File: config.mk
export PLATFORM = sky130hd
export DESIGN_NAME = glogic_pipe
export DESIGN_NICKNAME = d
export VERILOG_FILES = /design/src/rtl/glogic_pipe.sv
export SDC_FILE = /design/constraint.sdc
export NUM_CORES = 1
export LEC_CHECK = 0
export ABC_AREA = 1
export CORE_ASPECT_RATIO = 0.5
export CORE_UTILIZATION = 61
export DETAILED_ROUTE_END_ITERATION = 16
export MAX_ROUTING_LAYER = met4
export PLACE_DENSITY = 0.86
export SYNTH_ARGS = -nofsm -noshare
export SYNTH_HDL_FRONTEND = slang
export SYNTH_SLANG_ARGS = --single-unit
export TNS_END_PERCENT = 50
File: constraint.sdc
create_clock -name clk -period 5.6 [get_ports clk]
set_input_delay 1.12 -clock clk [delete_from_list [all_inputs] [get_ports clk]]
set_output_delay 1.12 -clock clk [all_outputs]
set_load 0.1 [all_outputs]
File: src/rtl/glogic_pipe.sv
// glogic_pipe: registered bitwise logic unit with accumulator
// and a 2-entry in-order valid/ready result buffer.
module glogic_pipe #(
   parameter int WIDTH = 16
) (
   input  logic             clk,
   input  logic             rst_n,
   input  logic             in_valid,
   output logic             in_ready,
   input  logic [2:0]       op,
   input  logic [1:0]       mode,
   input  logic [WIDTH-1:0] a,
   input  logic [WIDTH-1:0] b,
   output logic             out_valid,
   input  logic             out_ready,
   output logic [WIDTH-1:0] y,
   output logic             zero
);

   localparam logic [1:0] MODE_ACC  = 2'b01;
   localparam logic [1:0] MODE_LOAD = 2'b10;

   typedef enum logic [1:0] {
      EMPTY = 2'b00,
      HALF  = 2'b01,
      FULL  = 2'b10
   } occ_t;

   occ_t             state;
   occ_t             state_nx;
   logic [WIDTH-1:0] acc;
   logic [WIDTH-1:0] x;
   logic [WIDTH-1:0] z;
   logic [WIDTH-1:0] r;
   logic             r_zero;
   logic [WIDTH-1:0] d0;
   logic [WIDTH-1:0] d1;
   logic             z0;
   logic             z1;
   logic             push;
   logic             pop;

   assign in_ready  = (state != FULL);
   assign out_valid = (state != EMPTY);
   assign push      = in_valid & in_ready;
   assign pop       = out_valid & out_ready;
   assign y         = d0;
   assign zero      = z0;

   always_comb begin
      x = a;
      z = b;
      if (mode == MODE_ACC) begin
         x = acc;
         z = a;
      end
   end

   always_comb begin
      r = z;
      unique case (op)
         3'b000: r = x & z;
         3'b001: r = x | z;
         3'b010: r = x ^ z;
         3'b011: r = ~(x & z);
         3'b100: r = ~(x | z);
         3'b101: r = ~(x ^ z);
         3'b110: r = ~x;
         3'b111: r = z;
      endcase
      if (mode == MODE_LOAD) r = a;
   end

   assign r_zero = (r == '0);

   always_comb begin
      state_nx = state;
      unique case (state)
         EMPTY: if (push) state_nx = HALF;
         HALF: begin
            if (push && !pop) state_nx = FULL;
            else if (pop && !push) state_nx = EMPTY;
         end
         FULL: if (pop) state_nx = HALF;
         default: state_nx = EMPTY;
      endcase
   end

   always_ff @(posedge clk or negedge rst_n) begin
      if (!rst_n) state <= EMPTY;
      else state <= state_nx;
   end

   // d0/z0 is the head; it keeps its value after the last pop
   always_ff @(posedge clk or negedge rst_n) begin
      if (!rst_n) begin
         acc <= '0;
         d0  <= '0;
         d1  <= '0;
         z0  <= 1'b0;
         z1  <= 1'b0;
      end else begin
         if (push && (mode == MODE_ACC || mode == MODE_LOAD))
            acc <= r;
         unique case (state)
            EMPTY: begin
               if (push) begin
                  d0 <= r;
                  z0 <= r_zero;
               end
            end
            HALF: begin
               if (push && pop) begin
                  d0 <= r;
                  z0 <= r_zero;
               end else if (push) begin
                  d1 <= r;
                  z1 <= r_zero;
               end
            end
            FULL: begin
               if (pop) begin
                  d0 <= d1;
                  z0 <= z1;
               end
            end
            default: ;
         endcase
      end
   end

endmodule

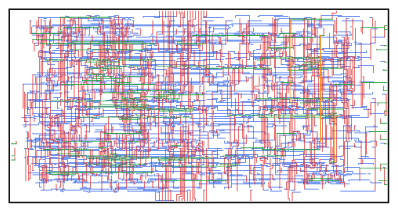
Fig. 1. Wiring by layer (run 1).
Scale: 3 px per um.
[green] met3 | wire length: 1,180 um
[red] met2 | wire length: 5,410 um
[orange] met4 | wire length: 85.7 um
[blue] met1 | wire length: 5,900 um
GRT Resource Usage Total: 0.335
WL/cell: 13.5 um
final wirelength: 12,600 um

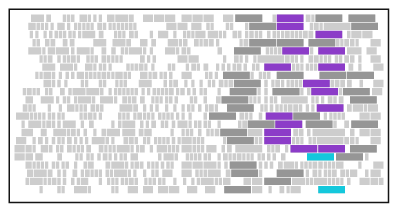
Fig. 2. Sequential cells grouped by signal name (run 1).
Scale: 3 px per um. Other sequential cells in the stronger gray, the rest of the logic in the fainter gray.
[purple] d1 | flops: 16
[cyan] state | flops: 2

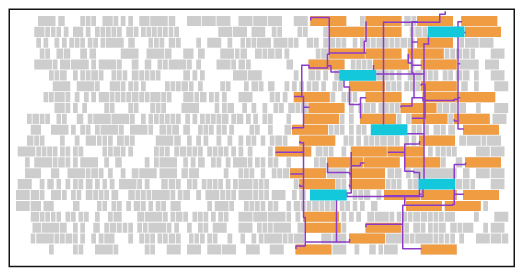
Fig. 3. Clock distribution (run 1).
Scale: 4 px per um.
[orange] flip-flops | count: 52
[purple] clock wires | length: 522 um
[cyan] cells driving clock nets | count: 5
routed clock nets: 6
clock group power: 362 uW
Latency at later pin: 290 ps
Layout Skew: 3.24 ps

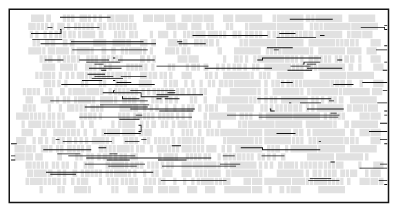
Fig. 4. Signal wires on met3 (run 1).
Scale: 3 px per um. Cells faint in the background.
wire length on this layer: 1,180 um
nets with wire on the layer: 95
met3 Use GR: 0.0494
Via Count: 4,942

==> summary.txt, run 1 <==
P_leak: 0.00311 uW
Met2 global-route usage: 0.508
Antenna Cells: 0
Synth Register Bits: 52
Rel. slew slack: 0.258
Critical Path Start Type: input pin
CTS resizes: 0
Vias per inst: 5.32
Worst hold path class: register to register
Reg2reg setup slack: 2970 ps
Worst r2r path cells: 10
Core Area: 7380 sq um
Type of destination of the critical path: register
Unrepaired setup endpoints after global routing: false
Chip Area, Yosys: 4680 sq um
WHS Endpoint: d1[12]
Area leader share: 0.278
Pre-antenna DRT Iters: 5
Synth top cells by count: nand2_1 (344), inv_1 (114), o21ai_0 (84)
Final hold viol count: 0
Cell with the most instances after synthesis: nand2_1
Wl on met1: 5900 um
DRT antenna net count: 0
Total Nets Final: 910
Initial antenna violation count: 0
Clock root cell: clkbuf_16
Top_reg_cell synth: dfrtp_1
Outcome: completed
Floorplan Nets: 872
Power Density: 413 nW/um^2
Netlist area before placement: 4680 sq um
Syn Inst Count: 794
Hold slack: 474 ps
Longest Clk Path Bufs: 2
DIE HEIGHT: 63.9 um
Yosys cell count: 794
Final setup margin: 1530 ps
Kind of critical path: input pin to register
Worst-path clk slew: 60 ps
PortBufs: 59
Final setup violating endpoints: 0
Die area: 8050 sq um
CP Data Arrival Time: 4300 ps
CTS H-tree lvls: 2
run 1: cell usage in the layout (no fill, tap or decap), types with 2 or more instances in the layout:
master	n
nor2_1	65
buf_4	6
clkinv_1	3
o21ai_0	84
ha_1	37
nor2_2	4
clkbuf_8	2
inv_2	2
clkdlybuf4s50_1	58
nand3_1	24
o21ai_1	7
clkbuf_16	5
nand3b_1	19
dfrtp_1	52
inv_1	114
nand2_1	344
run 1: power breakdown:
group	internal (uW)	leakage, uW	switching (uW)
sequential	533	0.000659	75.3
clock	235	0.0000901	127
combinational	332	0.00236	951
total	1100	0.00311	1150
run 1: metrics by stage:
stage / std cells / util / cell area, sq um / total power, uW
floorplan: 794 / - / 4680 / 1550
global placement: 921 / 0.715 / 5280 / 1850
detailed placement: 921 / 0.715 / 5280 / 1870
CTS: 929 / 0.740 / 5460 / 2250
global route: 929 / 0.740 / 5460 / 2390
finish: 929 / 0.740 / 5460 / 2250
run 1: logic make-up (layout without fill, tap and decap cells):
group,after synthesis,in the layout,share of synthesized area
flip-flops,52,52,0.278
AND-OR/OR-AND,92,92,0.0984
adder cells (fa/ha/maj),37,37,0.0989
AND/OR/NAND/NOR,460,460,0.395
buffers and inverters,153,192,0.129
run 1: critical path, stage by stage:
cell	delay [ps]
clkdlybuf4s50_1	510
ha_1	560
inv_1	340
nand2_1	120
nand2_1	120
inv_1	80
ha_1	230
nand2_1	70
nand2_1	50
nor2_1	130
nand2_1	60
nand2_1	100
nand2_1	150
nor2_1	150
nand2_1	80
nor2_1	140
nand2_1	80
nand2_1	60
nand2_1	70
nand2_1	60
run 1: layout make-up:
cell class | instances | area [sq um]
clock buffer | 7 | 153
multi-input combinational | 589 | 2780
tap | 96 | 120
sequential | 52 | 1300
inverter | 119 | 447
clock inverter | 1 | 30.0
fill | 602 | 1920
timing repair buffer | 65 | 631
## Run 2: what changed since run 1
- CORE_UTILIZATION: 61 -> 57
- PLACE_DENSITY: 0.86 -> 0.81
- clock period: 5.6 -> 4 ns (I/O delays scaled with it)
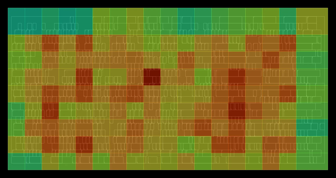
Fig. 5. Routing congestion (run 2).
met2 global-route usage: 0.491
final core occ: 0.727
met3 Use GR: 0.0324
GRT Resource Usage Total: 0.337

==> run 2 against run 1 <==
  * Die size is 6.8% higher
  * Sequential power is about 40% higher
  * Via count hardly changed
  * Sequential share of layout area is 0.36 points lower
  * Register-to-register slack worse by 1200 ps
  * Count of clock-buffer cells in the layout is 1 lower
  * Critical path depth is 2 lower
  * Synthesized area stayed put
  * Global-route usage is 0.22 points higher
  * Critical path type unchanged
  * Critical endpoint is now z1
==> summary.txt, run 2 <==
Outcome: completed
Type of destination of the critical path: register
DRT antenna net count: 0 (unchanged)
Final hold viol count: 0 (unchanged)
Critical Path Start Type: input pin
DIE HEIGHT: 66.1 um (+3.3%)
Total power: 3100 uW (+38%)
Worst r2r path cells: 16 (+6)
Synth top cells by count: nand2_1 (344), inv_1 (114), o21ai_0 (84)
DP Area: 5400 sq um (+2.2%)
Netlist area before placement: 4680 sq um (unchanged)
Initial antenna violation count: 0 (unchanged)
Chip Area, Yosys: 4680 sq um (unchanged)
Area leader share: 0.278 (unchanged)
Clock root cell: clkbuf_16
Total Nets Final: 924 (+1.5%)
Power Density: 559 nW/um^2 (+35%)
Main logic family: simple AND/OR/NAND/NOR gates
CP Cell Sequence: clkdlybuf4s50_1, ha_1, buf_4, clkinv_1, nand2_1, nand2_1, ha_1, nand3b_1, nand2_1, nor2_1, nand2_1, nand2_1, nand2_1, nor2_1, nand2_1, nor2_1, nand2_1, o21ai_1
Fin cells: 955 (+2.8%)
Worst path slowest cell: clkdlybuf4s50_1
Syn Inst Count: 794 (unchanged)
Top cell excl fill/tap: nand2_1
CP max stage delay: 500 ps (-60 ps)
CTS H-tree lvls: 2 (unchanged)
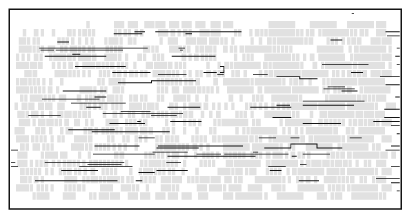
Fig. 6. Signal wires on met3 (run 2).
Scale: 3 px per um. Cells faint in the background.
main direction: horizontal
wire length on this layer: 953 um
nets with wire on the layer: 77
longest straight run: 35.9 um
final wirelength: 13,200 um
Via Count: 4,943

[run 2: cell counts after synthesis]
Identical to the previous run, type by type.
[run 2: final cells by class]
class                   count  area share
flip-flops and latches     52       0.235
repair buffers             79       0.132
inverters                 119      0.0806
well taps                 108      0.0244
multi-input cells         589       0.501
clock buffers               6      0.0251
clock inverters             2     0.00181
[run 2: worst paths after layout]
kind / from / end / slack (ps)
hold reg to reg: d1[13] / d1[13] / 480
hold / removal: rst_n / y[2] / 470
min in group clk: d1[13] / d1[13] / 480
max in group asynchronous: rst_n / acc[11] / 2760
setup / recovery: mode[0] / z1 / 470
setup reg to reg: acc[11] / z1 / 1730
[run 2: routing by layer]
layer | track usage | vias up | routed length, um | part of all wire
li1 | - | 2507 | - | -
met1 | 0.510 | 2235 | 6640 | 0.50
met2 | 0.491 | 197 | 5510 | 0.42
met3 | 0.0324 | 4 | 952 | 0.072
met4 | 0.0523 | 0 | 51 | 0.0039
met5 | - | - | 0 | 0
[run 2: cell families (layout without fill, tap and decap cells)]
kind of cell	count (synthesis)	in the layout
AND-OR/OR-AND	92	92
AND/OR/NAND/NOR	460	460
adder cells (fa/ha/maj)	37	37
buffers and inverters	153	206
flip-flops	52	52
[run 2: power by group]
group / leakage, uW / internal, uW / switching (uW)
clock network: 0.0000766 / 247 / 177
registers: 0.000659 / 746 / 103
logic: 0.00243 / 486 / 1340
[run 2: worst max-delay path, delay by kind of cell]
kind / cells / cell delay, ps
buffers and inverters: 3 / 1080
AND/OR/NAND/NOR: 12 / 1250
adder cells (fa/ha/maj): 2 / 470
AND-OR/OR-AND: 1 / 150
Power is estimated from default activity; no workload was simulated.
